--- config.mk ---
export PLATFORM = sky130hd
export DESIGN_NAME = fx_bus_master_flat
export DESIGN_NICKNAME = d
export VERILOG_FILES = /design/src/rtl/fx_bus_pkg.sv /design/src/rtl/fx_bus_master_if.sv /design/src/rtl/fx_bus_master_rd_lat_pipe.sv /design/src/rtl/fx_bus_master.sv /design/src/flat_wrapper.sv
export SDC_FILE = /design/constraint.sdc
export NUM_CORES = 1
export LEC_CHECK = 0
export CAP_MARGIN = 25
export CORE_MARGIN = 1.5
export CORE_UTILIZATION = 48
export CTS_CLUSTER_SIZE = 40
export DETAILED_ROUTE_END_ITERATION = 8
export GPL_ROUTABILITY_DRIVEN = 0
export PLACE_DENSITY_LB_ADDON = 0.25
export REMOVE_ABC_BUFFERS = 1
export SYNTH_ARGS = -nofsm -noshare
export SYNTH_HDL_FRONTEND = slang
export SYNTH_SLANG_ARGS = --single-unit
--- constraint.sdc ---
create_clock -name clk_sys -period 2.2 [get_ports clk_sys]
set_input_delay 0.44 -clock clk_sys [delete_from_list [all_inputs] [get_ports clk_sys]]
set_output_delay 0.44 -clock clk_sys [all_outputs]
set_load 0.01 [all_outputs]
--- src/rtl/fx_bus_pkg.sv ---
// Shared definitions for the fx register bus master: opcodes, FSM states and bus widths.
package fx_bus_pkg;

    localparam int FX_AW = 22;
    localparam int FX_DW = 8;

    localparam logic [7:0] OP_WR = 8'h01;
    localparam logic [7:0] OP_RD = 8'h02;

    typedef enum logic [3:0] {
        IDLE,
        ADR2,
        ADR1,
        ADR0,
        LEN,
        WDAT,
        RISS,
        RWAIT,
        RSND
    } fx_state_e;

endpackage

--- src/rtl/fx_bus_master_if.sv ---
// Host byte streams (rx/tx) plus the fx register bus, bundled for the master and its peers.
interface fx_bus_master_if
    import fx_bus_pkg::*;
#(
    parameter int AW = FX_AW,
    parameter int DW = FX_DW
);

    // Both byte streams: a byte moves on a rising clk_sys edge where vld && rdy;
    // the sender holds data and vld stable until that edge, rdy may change freely.
    logic [7:0]    rx_data;
    logic          rx_vld;
    logic          rx_rdy;
    logic [7:0]    tx_data;
    logic          tx_vld;
    logic          tx_rdy;
    logic [AW-1:0] fx_waddr;
    logic          fx_wr;
    logic [DW-1:0] fx_data;
    logic [AW-1:0] fx_raddr;
    logic          fx_rd;
    logic [DW-1:0] fx_q;

    modport master (
        input  rx_data, rx_vld, tx_rdy, fx_q,
        output rx_rdy, tx_data, tx_vld, fx_waddr, fx_wr, fx_data, fx_raddr, fx_rd
    );

    modport slave (
        output rx_data, rx_vld, tx_rdy, fx_q,
        input  rx_rdy, tx_data, tx_vld, fx_waddr, fx_wr, fx_data, fx_raddr, fx_rd
    );

endinterface

--- src/rtl/fx_bus_master_rd_lat_pipe.sv ---
// Delays the fx_rd strobe by RD_LAT cycles so the master knows exactly when fx_q is valid.
module fx_rd_lat_pipe #(
    parameter int RD_LAT = 2
) (
    input  logic clk_sys,
    input  logic rst,
    input  logic rd,
    output logic cap_en
);

    logic [RD_LAT-1:0] sr;

    // The cast keeps the low RD_LAT bits, i.e. shifts rd in at bit 0 for any depth >= 1.
    always_ff @(posedge clk_sys) begin
        if (rst) begin
            sr <= '0;
        end else begin
            sr <= RD_LAT'({sr, rd});
        end
    end

    assign cap_en = sr[RD_LAT-1];

endmodule

--- src/rtl/fx_bus_master.sv ---
// Byte-stream command decoder driving fx_wr / fx_rd transactions and returning read data upstream.
module fx_bus_master
    import fx_bus_pkg::*;
#(
    parameter int AW     = FX_AW,
    parameter int DW     = FX_DW,
    parameter int RD_LAT = 2
) (
    input  logic             clk_sys,
    input  logic             rst,
    fx_bus_master_if.master  bus,
    output logic             busy,
    output logic [7:0]       err_cnt,
    output fx_state_e        state_dbg
);

    fx_state_e     state, state_n;
    logic          op_wr, op_wr_n;
    logic [AW-9:0] hi_q, hi_n;
    logic [AW-1:0] addr, addr_n;
    logic [8:0]    cnt, cnt_n;
    logic          wr_q, wr_n;
    logic [DW-1:0] wdata_q, wdata_n;
    logic [AW-1:0] waddr_q, waddr_n;
    logic [AW-1:0] raddr_q, raddr_n;
    logic [7:0]    txd_q, txd_n;
    logic          txv_q, txv_n;
    logic [7:0]    err_q, err_n;
    logic          rx_rdy, rx_acc, tx_acc, cap_en;

    fx_rd_lat_pipe #(.RD_LAT(RD_LAT)) u_rd_lat_pipe (
        .clk_sys (clk_sys),
        .rst     (rst),
        .rd      (bus.fx_rd),
        .cap_en  (cap_en)
    );

    assign rx_rdy = !(state inside {RISS, RWAIT, RSND});
    assign rx_acc = bus.rx_vld && rx_rdy;
    assign tx_acc = txv_q && bus.tx_rdy;

    always_ff @(posedge clk_sys) begin
        if (rst) begin
            state   <= IDLE;
            op_wr   <= 1'b0;
            hi_q    <= '0;
            addr    <= '0;
            cnt     <= '0;
            wr_q    <= 1'b0;
            wdata_q <= '0;
            waddr_q <= '0;
            raddr_q <= '0;
            txd_q   <= '0;
            txv_q   <= 1'b0;
            err_q   <= '0;
        end else begin
            state   <= state_n;
            op_wr   <= op_wr_n;
            hi_q    <= hi_n;
            addr    <= addr_n;
            cnt     <= cnt_n;
            wr_q    <= wr_n;
            wdata_q <= wdata_n;
            waddr_q <= waddr_n;
            raddr_q <= raddr_n;
            txd_q   <= txd_n;
            txv_q   <= txv_n;
            err_q   <= err_n;
        end
    end

    always_comb begin
        state_n = state;
        op_wr_n = op_wr;
        hi_n    = hi_q;
        addr_n  = addr;
        cnt_n   = cnt;
        wr_n    = 1'b0;
        wdata_n = wdata_q;
        waddr_n = waddr_q;
        raddr_n = raddr_q;
        txd_n   = txd_q;
        txv_n   = txv_q;
        err_n   = err_q;
        case (state)
            IDLE: if (rx_acc) begin
                if (bus.rx_data == OP_WR || bus.rx_data == OP_RD) begin
                    op_wr_n = (bus.rx_data == OP_WR);
                    state_n = ADR2;
                end else if (err_q != 8'hFF) begin
                    err_n = err_q + 8'd1;
                end
            end
            // Address bits above AW are simply never stored.
            ADR2: if (rx_acc) begin
                hi_n[AW-9:8] = bus.rx_data[AW-17:0];
                state_n      = ADR1;
            end
            ADR1: if (rx_acc) begin
                hi_n[7:0] = bus.rx_data;
                state_n   = ADR0;
            end
            ADR0: if (rx_acc) begin
                addr_n  = {hi_q, bus.rx_data};
                state_n = LEN;
            end
            LEN: if (rx_acc) begin
                cnt_n = (bus.rx_data == 8'd0) ? 9'd256 : {1'b0, bus.rx_data};
                if (op_wr) begin
                    state_n = WDAT;
                end else begin
                    raddr_n = addr;
                    state_n = RISS;
                end
            end
            WDAT: if (rx_acc) begin
                wr_n    = 1'b1;
                wdata_n = DW'(bus.rx_data);
                waddr_n = addr;
                addr_n  = addr + AW'(1);
                cnt_n   = cnt - 9'd1;
                if (cnt == 9'd1) state_n = IDLE;
            end
            RISS: state_n = RWAIT;
            RWAIT: if (cap_en) begin
                txd_n   = 8'(bus.fx_q);
                txv_n   = 1'b1;
                state_n = RSND;
            end
            RSND: if (tx_acc) begin
                txv_n  = 1'b0;
                addr_n = addr + AW'(1);
                cnt_n  = cnt - 9'd1;
                if (cnt == 9'd1) begin
                    state_n = IDLE;
                end else begin
                    raddr_n = addr + AW'(1);
                    state_n = RISS;
                end
            end
            default: state_n = IDLE;
        endcase
    end

    assign bus.rx_rdy   = rx_rdy;
    assign bus.tx_data  = txd_q;
    assign bus.tx_vld   = txv_q;
    assign bus.fx_wr    = wr_q;
    assign bus.fx_data  = wdata_q;
    assign bus.fx_waddr = waddr_q;
    assign bus.fx_rd    = (state == RISS);
    assign bus.fx_raddr = raddr_q;
    assign busy         = (state != IDLE);
    assign err_cnt      = err_q;
    assign state_dbg    = state;

endmodule

--- src/flat_wrapper.sv ---
// flat-port wrapper written by rule: the top's interface ports become plain ports
module fx_bus_master_flat import fx_bus_pkg::*;
#(
    parameter int AW     = FX_AW,
    parameter int DW     = FX_DW,
    parameter int RD_LAT = 2
)
  (clk_sys, rst, busy, err_cnt, state_dbg, bus_rx_data, bus_rx_vld, bus_tx_rdy, bus_fx_q, bus_rx_rdy, bus_tx_data, bus_tx_vld, bus_fx_waddr, bus_fx_wr, bus_fx_data, bus_fx_raddr, bus_fx_rd);
  fx_bus_master_if #(.AW(AW), .DW(DW)) bus_i ();
  input  logic clk_sys;
  input  logic rst;
  output logic busy;
  output logic [7:0] err_cnt;
  output fx_state_e state_dbg;
  input wire logic [$bits(bus_i.rx_data)-1:0] bus_rx_data;
  input wire logic [$bits(bus_i.rx_vld)-1:0] bus_rx_vld;
  input wire logic [$bits(bus_i.tx_rdy)-1:0] bus_tx_rdy;
  input wire logic [$bits(bus_i.fx_q)-1:0] bus_fx_q;
  output wire logic [$bits(bus_i.rx_rdy)-1:0] bus_rx_rdy;
  output wire logic [$bits(bus_i.tx_data)-1:0] bus_tx_data;
  output wire logic [$bits(bus_i.tx_vld)-1:0] bus_tx_vld;
  output wire logic [$bits(bus_i.fx_waddr)-1:0] bus_fx_waddr;
  output wire logic [$bits(bus_i.fx_wr)-1:0] bus_fx_wr;
  output wire logic [$bits(bus_i.fx_data)-1:0] bus_fx_data;
  output wire logic [$bits(bus_i.fx_raddr)-1:0] bus_fx_raddr;
  output wire logic [$bits(bus_i.fx_rd)-1:0] bus_fx_rd;
  assign bus_i.rx_data = bus_rx_data;
  assign bus_i.rx_vld = bus_rx_vld;
  assign bus_i.tx_rdy = bus_tx_rdy;
  assign bus_i.fx_q = bus_fx_q;
  assign bus_rx_rdy = bus_i.rx_rdy;
  assign bus_tx_data = bus_i.tx_data;
  assign bus_tx_vld = bus_i.tx_vld;
  assign bus_fx_waddr = bus_i.fx_waddr;
  assign bus_fx_wr = bus_i.fx_wr;
  assign bus_fx_data = bus_i.fx_data;
  assign bus_fx_raddr = bus_i.fx_raddr;
  assign bus_fx_rd = bus_i.fx_rd;
  fx_bus_master #(.AW(AW), .DW(DW), .RD_LAT(RD_LAT)) u_core (.clk_sys(clk_sys), .rst(rst), .bus(bus_i), .busy(busy), .err_cnt(err_cnt), .state_dbg(state_dbg));
endmodule
==> impl_report.txt, run 1 <==
RUN METRICS
----------------------------------------------------
[Run status]
  Run status ........................ finished clean

[Worst setup path]
  Endpoint of the most critical register-to-register path ........................ u_core.bus.fx_raddr[9]
  Reg-to-reg setup timing slack ........................ 0.09 ns
  Critical Path RT ........................ 2.55 ns
  Kind of launch point of the worst setup path ........................ primary input
  Launch point of the worst reg-to-reg path ........................ u_core.cnt[4]
  Worst setup path class ........................ primary input to register
  Data arrival time at the worst-slack endpoint ........................ 2.48 ns
  Setup crit end kind ........................ register
  Count of cells along the worst register-to-register path ........................ 6
  Highest net fanout along the worst path ........................ 3

[Placement]
  Count of placed standard cells including taps ........................ 976
  Quantity of I/O buffers inserted on ports ........................ 96

[Cells and area]
  Number of inserted diodes ........................ 0
  Net count reported at finish ........................ 875
  Final standard cell count with taps included and fillers excluded ........................ 1011
  Top cell excl fill/tap ........................ sky130_fd_sc_hd__dfxtp_1
  Core occupancy in the finished layout ........................ 0.661

[Synthesis]
  Netlist cell types ........................ 69
  Fraction of the mapped netlist area in adder cells ........................ 0.00857
  Proportion of synthesized flip-flops having asynchronous set or reset ........................ 0
  Top cell type by total area after synthesis ........................ sky130_fd_sc_hd__dfxtp_1
  Per-instance average area after synthesis ........................ 8.03 um2
  Sequential-to-total area share from yosys stat ........................ 0.418
  Cell count listed in synth_stat.txt ........................ 727
  Ys flops ........................ 122
  Count of library flops with an enable pin ........................ 0
  Leading cell types by total area after synthesis ........................ sky130_fd_sc_hd__dfxtp_1 42%, sky130_fd_sc_hd__nand2_1 6.8%, sky130_fd_sc_hd__a21oi_1 6.0%, sky130_fd_sc_hd__nor2_1 4.8%, sky130_fd_sc_hd__mux2i_1 3.9%
  Post-Synth XOR/XNOR Area ........................ 0.0345
  Area reported by Yosys stat ........................ 5840 um2
  Simple-gate area share of the yosys netlist ........................ 0.255
  Top logic family ........................ simple AND/OR/NAND/NOR gates

[STA]
  Final number of setup-violating endpoints ........................ 0
  Post-layout minimum cycle time ........................ 2.13 ns
  Sum Neg Setup Slack ........................ 0 ns
  Maximum frequency from static timing analysis ........................ 469 MHz
  Hold violation count in the final report ........................ 0
  Layout Skew ........................ 0.00814 ns
  Setup slack of the critical path after layout ........................ 0.0667 ns
  Ratio of final minimum period to clock period ........................ 0.970
  Slew HR ........................ 0.614
  RSZ-0062 raised after global routing ........................ no

[GRT]
  Global router's overall resource usage ........................ 0.273
  Maximum number of pins on one net before global-route repair ........................ 54
  Via count of the first global-routing pass ........................ 5666
  Global-route wire length before repair ........................ 27.8 mm
  Global-route congestion overflow total ........................ 0

[Die]
  Area of the core region ........................ 12000 um2
  Die outline area ........................ 12800 um2
  Initial cell density of the core ........................ 0.488
  Number of rows created at floorplan ........................ 40
  IO Count ........................ 97
  Die W ........................ 113 um

[Clocking]
  Number of CTS-inserted buffers ........................ 17
  Clock tree root buffer cell ........................ sky130_fd_sc_hd__clkbuf_16
  Maximum number of buffers from clock root to sink ........................ 2
  H-tree levels ........................ 4
  Hold_buf cts ........................ 0
  TritonCTS Sinks ........................ 122
  Clock-pin slew reported for the worst setup and hold paths after clock tree synthesis ........................ 0.05 ns

[Pwr]
  Pwr dens ........................ 743 nW/um2
  Leakage power summed over all cells ........................ 2.86 nW

[Min path]
  Tightest Hold Check Type ........................ primary input to register
  WHS Path Cells ........................ 2
  End point of the worst hold path ........................ u_core.bus.fx_data[1]
  Launch point of the worst hold path ........................ rst

[Flow run]
  Number of logged tool warnings ........................ 26
  MaxCap Viol Count ........................ 0

[Routing]
  Number of nets with antenna violations after routing ........................ 0
  Vias per cell ........................ 5.78

----------------------------------------------------
[run 1: cell type report]
| class | instances | area [um2] |
|---|---|---|
| well taps | 147 | 184 |
| multi-input cells | 534 | 3170 |
| fillers | 1018 | 4060 |
| inverters | 10 | 37.5 |
| clock buffers | 25 | 505 |
| repair buffers | 166 | 1520 |
| clock inverters | 7 | 40.0 |
| flip-flops and latches | 122 | 2440 |
[run 1: how the worst max path moves through the flow]
stage | start | end | slack, ns | depth (start not counted)
3_5_place_dp | bus_rx_data[7] | u_core.state_dbg[0] | -0.64 | 6
5_1_grt | u_core.state_dbg[0] | busy | 0.02 | 5
4_1_cts | u_core.state_dbg[0] | u_core.addr[17] | 0.005 | 7
3_3_place_gp | bus_rx_data[7] | u_core.state_dbg[0] | -0.63 | 6
2_1_floorplan | u_core.state_dbg[1] | u_core.cnt[7] | -0.98 | 5
6_report | bus_rx_data[5] | u_core.state_dbg[0] | 0.07 | 6
[run 1: report_power, final]
| part | total [mW] | internal, mW | switching (mW) |
|---|---|---|---|
| Clock | 2.53 | 1.58 | 0.954 |
| Sequential | 2.39 | 2.31 | 0.0848 |
| Combinational | 0.955 | 0.486 | 0.469 |
| Total | 5.88 | 4.37 | 1.51 |
[run 1: metal layers]
layer | vias to the layer above | GRT usage | part of all wire
li1 | 2827 | - | -
met1 | 2754 | 0.344 | 0.44
met2 | 238 | 0.449 | 0.48
met3 | 29 | 0.0723 | 0.068
met4 | 0 | 0.105 | 0.019
met5 | - | 0 | 0
[run 1: logic make-up (layout without fill, tap and decap cells)]
family          count (synthesis)  after routing
compound gates                180            180
xor+xnor                       23             23
fa+ha+maj                       4              4
buf+inv                        71            208
flops                         122            122
mux                            26             26
simple gates                  301            301
[run 1: critical path, cell delays in order]
cell	delay, ns
sky130_fd_sc_hd__dlygate4sd2_1	0.25
sky130_fd_sc_hd__or4_4	0.49
sky130_fd_sc_hd__or3_1	0.35
sky130_fd_sc_hd__a211o_1	0.30
sky130_fd_sc_hd__or4_4	0.52
sky130_fd_sc_hd__a21oi_2	0.12
[run 1: per-stage QoR]
step                      hold slack, ns  cell area (um2)
final                              0.323             7900
after global routing               0.328             7900
after CTS                          0.318             7880
after detailed placement           0.450             7300
after global placement             0.429             7300
after floorplan                    0.414             5600
[run 1: registers in the layout, summed over array words and instances, names as in the netlist]
signal / flops
u_core.state_dbg: 4
u_core.bus.fx_raddr: 22
u_core.bus.tx_data: 8
u_core.addr: 22
u_core.cnt: 9
u_core.err_cnt: 8
u_core.u_rd_lat_pipe.sr: 2
u_core.hi_q: 14
u_core.bus.tx_vld: 1
u_core.bus.fx_wr: 1
u_core.op_wr: 1
u_core.bus.fx_data: 8
u_core.bus.fx_waddr: 22
[run 1: Yosys cell counts, drive strengths merged (10+ instances only)]
cell and count:
nand2 106, nand3 14, and3 10, nor3 14, xnor2 14, o21ai 38
nand4 15, mux2i 23, nor2 75, clkbuf 55, dfxtp 122, a21oi 71
a211oi 20, nor4 10, inv 10
[run 1: timing repair]
action                     in CTS  in global routing
gates cloned                    0                  0
buffers inserted                3                  0
pin swaps                       4                  0
gates resized                  13                 10
setup endpoints to repair      14                 19
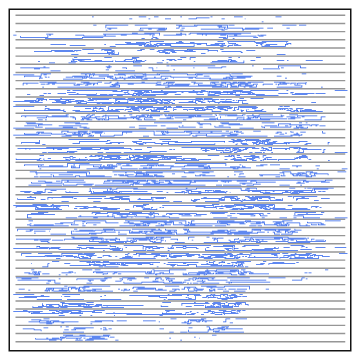
(run_1/m1.png)
(3 px per um) Supply wires on this layer in gray.
- main direction: horizontal
- nets with wire on the layer: 796
DRT Wirelength: 16.8 mm
met1 routing resource usage after global routing: 0.344
routed vias: 5848

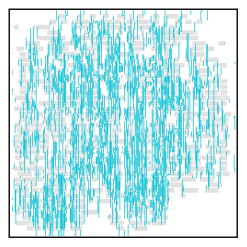
(run_1/m2.png)
(2 px per um) Cells faint in the background.
- longest straight run: 43.2 um
- nets with wire on the layer: 727
met2 routing resource usage after global routing: 0.449

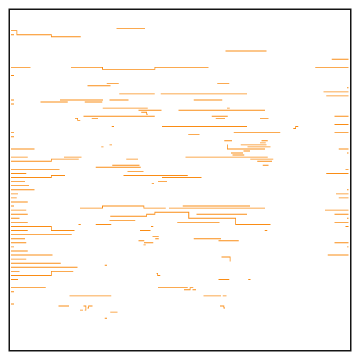
(run_1/m3.png)
(3 px per um)
- nets with wire on the layer: 131
- share of all routed wire: 6.8%
- main direction: horizontal
- longest straight run: 31.7 um
- wire length on this layer: 1140 um
met3 usage: 0.0723

==> run_1/placed.png <==
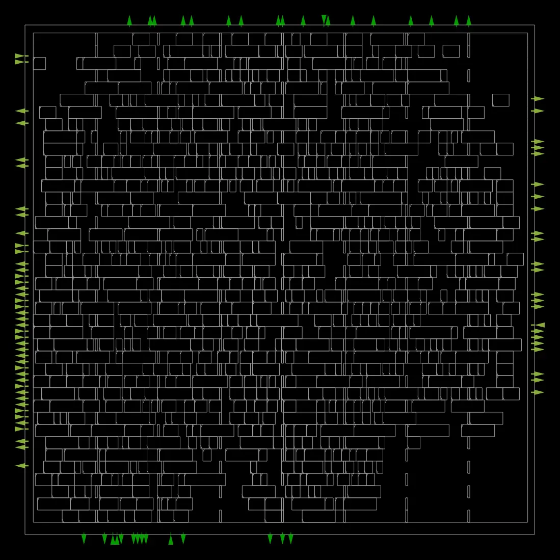

==> run 2, diff against run 1 <==
- CORE_MARGIN: 1.5 -> 1
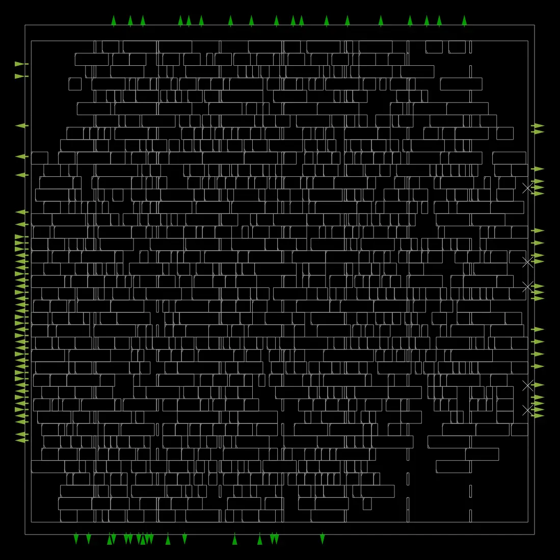
(run_2/placed.png)
area of the core region: 11600 um2
tap cell count: 143
proportion of cell area occupied by registers: 0.307
number of rows created at floorplan: 39
core occupancy in the finished layout: 0.687

==> impl_report.txt, run 2 <==
RUN METRICS
----------------------------------------------------
[Routing]
  Vias per cell ........................ 5.82 (was 5.78)
  Number of search-and-repair iterations in the first detailed-routing pass ........................ 7 (was 5)
  Number of nets with antenna violations after routing ........................ 0 (unchanged)
  Mean routed wirelength per cell ........................ 16.4 um (was 16.6 um)
  DRC violations left ........................ 5 (was 0)
  Iteration-0 DRC Markers ........................ 426 (was 407)

[Synthesis]
  Post-Syn Area ........................ 5840 um2 (unchanged)
  Netlist cell types ........................ 69 (unchanged)
  Proportion of synthesized flip-flops having asynchronous set or reset ........................ 0 (unchanged)
  Top logic family ........................ simple AND/OR/NAND/NOR gates (unchanged)
  Leading cell types by total area after synthesis ........................ sky130_fd_sc_hd__dfxtp_1 42%, sky130_fd_sc_hd__nand2_1 6.8%, sky130_fd_sc_hd__a21oi_1 6.0%, sky130_fd_sc_hd__nor2_1 4.8%, sky130_fd_sc_hd__mux2i_1 3.9% (unchanged)
  Yosys top cell area share ........................ 0.418 (unchanged)
  Simple-gate area share of the yosys netlist ........................ 0.255 (unchanged)
  Yosys warning count ........................ 0 (unchanged)
  Ys flops ........................ 122 (unchanged)
  Leading register cell type out of synthesis ........................ sky130_fd_sc_hd__dfxtp_1 (unchanged)
  Post-Synth XOR/XNOR Area ........................ 0.0345 (unchanged)
  Top cell type by total area after synthesis ........................ sky130_fd_sc_hd__dfxtp_1 (unchanged)
  Sequential-to-total area share from yosys stat ........................ 0.418 (unchanged)
  Count of library flops with an enable pin ........................ 0 (unchanged)
  Fraction of the mapped netlist area in adder cells ........................ 0.00857 (unchanged)
  Post-Syn Instances ........................ 727 (unchanged)
  Multiplexer fraction of the synthesized cell area ........................ 0.0452 (unchanged)
  Post-synth top cells ........................ 122 x sky130_fd_sc_hd__dfxtp_1, 106 x sky130_fd_sc_hd__nand2_1, 75 x sky130_fd_sc_hd__nor2_1 (unchanged)
  Cell count listed in synth_stat.txt ........................ 727 (unchanged)
  Compound Share, Synth ........................ 0.192 (unchanged)
  Cell with the most instances after synthesis ........................ sky130_fd_sc_hd__dfxtp_1 (unchanged)
  Per-instance average area after synthesis ........................ 8.03 um2 (unchanged)
  Area reported by Yosys stat ........................ 5840 um2 (unchanged)

[Cells and area]
  Most frequent cells in the layout ........................ 118 x sky130_fd_sc_hd__dfxtp_1, 106 x sky130_fd_sc_hd__nand2_1, 87 x sky130_fd_sc_hd__clkdlybuf4s50_1 (was 121 x sky130_fd_sc_hd__dfxtp_1, 106 x sky130_fd_sc_hd__nand2_1, 88 x sky130_fd_sc_hd__clkdlybuf4s50_1)
  Area Growth Syn to Fin ........................ 36.6% (was 35.3%)
  Share of cells above drive strength 1 ........................ 0.149 (was 0.140)
  Fill cell instance count of the final layout ........................ 925 (was 1018)
  Final standard cell count with taps included and fillers excluded ........................ 1007 (was 1011)
  Top cell excl fill/tap ........................ sky130_fd_sc_hd__dfxtp_1 (unchanged)
  Net count reported at finish ........................ 875 (unchanged)
  Number of inserted diodes ........................ 0 (unchanged)

[STA]
  Final Max-Slew Violation Tally ........................ 0 (unchanged)
  Slew HR ........................ 0.572 (was 0.614)
  Setup slack of the critical path after layout ........................ 0.0486 ns (was 0.0667 ns)
  Hold violation count in the final report ........................ 0 (unchanged)
  Final number of setup-violating endpoints ........................ 0 (unchanged)
  Ratio of final minimum period to clock period ........................ 0.978 (was 0.970)
  Layout Skew ........................ 0.00586 ns (was 0.00814 ns)
  RSZ-0062 raised after global routing ........................ no (unchanged)
  Sum Neg Setup Slack ........................ 0 ns (unchanged)
  Post-layout minimum cycle time ........................ 2.15 ns (was 2.13 ns)
  Maximum frequency from static timing analysis ........................ 465 MHz (was 469 MHz)
  Worst-Margin Slew ........................ 0.640 ns (was 0.564 ns)

[Pwr]
  Share of total power in sequential cells ........................ 0.401 (was 0.407)
  Worst vdd ir ........................ 729 uV (was 629 uV)
  Share of total power in combinational logic ........................ 0.159 (was 0.163)
  Leakage power summed over all cells ........................ 2.88 nW (was 2.86 nW)
  Pwr dens ........................ 749 nW/um2 (was 743 nW/um2)
  Power share of the clock group ........................ 0.440 (was 0.430)
  Internal cell power ........................ 4.45 mW (was 4.37 mW)
  Proportion of total power due to net switching ........................ 0.256 (was 0.257)
  Switching Power ........................ 1.53 mW (was 1.51 mW)

[Flow run]
  Number of logged tool warnings ........................ 26 (unchanged)
  MaxCap Viol Count ........................ 0 (unchanged)

[Run status]
  Run status ........................ finished with violations (was finished clean)
  Violations in the final reports ........................ DRC

[Clocking]
  Hold_buf cts ........................ 0 (unchanged)
  H-tree levels ........................ 4 (unchanged)
  TritonCTS clock tree ........................ yes (unchanged)
  TritonCTS Sinks ........................ 122 (unchanged)
  Number of CTS-inserted buffers ........................ 17 (unchanged)
  Maximum number of buffers from clock root to sink ........................ 2 (unchanged)
  Clock tree root buffer cell ........................ sky130_fd_sc_hd__clkbuf_16 (unchanged)
  Late-Pin Clk Latency ........................ 0.41 ns (was 0.42 ns)
  Clock-pin slew reported for the worst setup and hold paths after clock tree synthesis ........................ 0.06 ns (was 0.05 ns)

[Placement]
  Post-place setup slack ........................ -0.597 ns (was -0.645 ns)
  Sum of net half-perimeters after detailed placement ........................ 11.4 mm (about the same)
  Count of placed standard cells including taps ........................ 971 (was 976)
  Quantity of I/O buffers inserted on ports ........................ 96 (unchanged)

[Worst setup path]
  Highest net fanout along the worst path ........................ 4 (was 3)
  Data arrival time at the worst-slack endpoint ........................ 2.50 ns (was 2.48 ns)
  Sequence of cells on the critical path ........................ clkdlybuf4s50_1 > or2_4 > or3_4 > a211o_1 > or4_4 > a21oi_2 (was dlygate4sd2_1 > or4_4 > or3_1 > a211o_1 > or4_4 > a21oi_2)
  Count of cells along the worst register-to-register path ........................ 6 (unchanged)
  Timing startpoint of the critical path ........................ bus_rx_data[6] (was bus_rx_data[5])
  Slowest stage cell, crit path ........................ sky130_fd_sc_hd__or4_4 (unchanged)
  Critical Path RT ........................ 2.54 ns (was 2.55 ns)
  End point of the critical path ........................ u_core.state_dbg[0] (unchanged)
  Worst setup path class ........................ primary input to register (unchanged)
  Launch point of the worst reg-to-reg path ........................ u_core.cnt[4] (unchanged)
  Max incr delay on CP ........................ 0.53 ns (was 0.52 ns)
  Reg-to-reg setup timing slack ........................ 0.10 ns (was 0.09 ns)
  Kind of launch point of the worst setup path ........................ primary input (unchanged)
  Setup crit end kind ........................ register (unchanged)
  Endpoint of the most critical register-to-register path ........................ u_core.bus.fx_raddr[3] (was u_core.bus.fx_raddr[9])

[Die]
  IO Count ........................ 97 (unchanged)
  Die W ........................ 112 um (was 113 um)
  Die height ........................ 112 um (was 113 um)
  Die outline area ........................ 12600 um2 (was 12800 um2)
  Initial cell density of the core ........................ 0.503 (was 0.488)

[GRT]
  Global-route congestion overflow total ........................ 0 (unchanged)
  Initial antenna violation count ........................ 0 (unchanged)
  Global-route wire length before repair ........................ 27.2 mm (was 27.8 mm)
  Global router's overall resource usage ........................ 0.271 (was 0.273)
  Maximum number of pins on one net before global-route repair ........................ 75 (was 54)
  Via count of the first global-routing pass ........................ 5668 (was 5666)

[Min path]
  Tightest Hold Check Type ........................ primary input to register (unchanged)

----------------------------------------------------
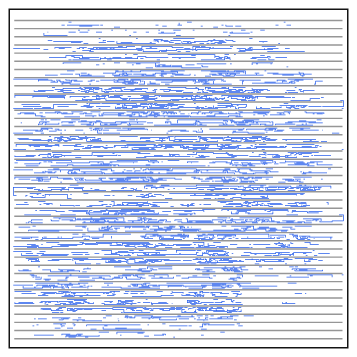
(run_2/m1.png)
(3 px per um) Supply wires on this layer in gray.
- share of all routed wire: 43%
- longest straight run: 45.1 um
met1 routing resource usage after global routing: 0.329
routed vias: 5863
DRT Wirelength: 16.6 mm

-- run 2: area by class of cell --
class,count,area [um2],share of cell area
clock inverter,8,67.6,0.00847
tap,143,179,0.0224
inverter,10,37.5,0.00471
multi-input combinational,534,3200,0.401
timing repair buffer,166,1550,0.194
clock buffer,24,492,0.0617
sequential,122,2450,0.307
-- run 2: through the flow --
step	utilization	hold slack (ns)	cell area, um2	power (mW)
final	0.687	0.446	7970	5.97
after CTS	0.682	0.453	7930	5.98
after detailed placement	0.631	0.444	7320	3.34
after floorplan	-	0.414	5600	2.85
after global placement	0.631	0.418	7320	3.30
after global routing	0.687	0.456	7970	6.19
-- run 2: routing by layer --
layer / track usage / share of wire
met5: 0 / 0
met4: 0.116 / 0.026
met3: 0.0697 / 0.072
met2: 0.456 / 0.47
met1: 0.329 / 0.43
-- run 2: worst min-delay path by stage --
stage	endpoint	slack, ns	startpoint	cells past startpoint
finish	u_core.bus.fx_data[5]	0.45	bus_rx_data[5]	4
global route	u_core.bus.fx_data[2]	0.46	bus_rx_data[2]	4
CTS	u_core.bus.fx_waddr[10]	0.45	u_core.bus.fx_waddr[10]	2
detailed placement	u_core.u_rd_lat_pipe.sr[1]	0.44	u_core.u_rd_lat_pipe.sr[0]	1
global placement	u_core.u_rd_lat_pipe.sr[1]	0.42	u_core.u_rd_lat_pipe.sr[0]	1
floorplan	u_core.u_rd_lat_pipe.sr[1]	0.41	u_core.u_rd_lat_pipe.sr[0]	1
-- run 2: repair_timing --
action / 4_1_cts / 5_1_grt
endpoints found under the setup margin: 25 / 26
gates resized: 15 / 19
buffers inserted: 3 / 1
pin swaps: 2 / 6
gates cloned: 0 / 0
-- run 2: cell families (layout without fill, tap and decap cells) --
group / after synthesis / after routing
and+or+nand+nor: 301 / 301
xor gates and xnor gates: 23 / 23
AOI/OAI and AO/OA: 180 / 180
buffers and inverters: 71 / 208
muxes: 26 / 26
DFF: 122 / 122
adders and majority gates: 4 / 4
-- run 2: worst max-delay path, delay by kind of cell --
kind,cells,cell delay [ns]
and+or+nand+nor,3,1.14
AOI/OAI and AO/OA,2,0.47
buffers and inverters,1,0.43
-- run 2: power groups by stage --
stage          logic (mW)  clock network [mW]  registers, mW
2_1_floorplan       0.372                   0           2.48
3_3_place_gp        0.873                   0           2.43
3_5_place_dp        0.902                   0           2.44
4_1_cts             0.926                2.66           2.39
5_1_grt              1.03                2.75           2.41
6_report            0.951                2.63           2.40
Power figures rest on the tool's default switching activity, not on a simulated workload.
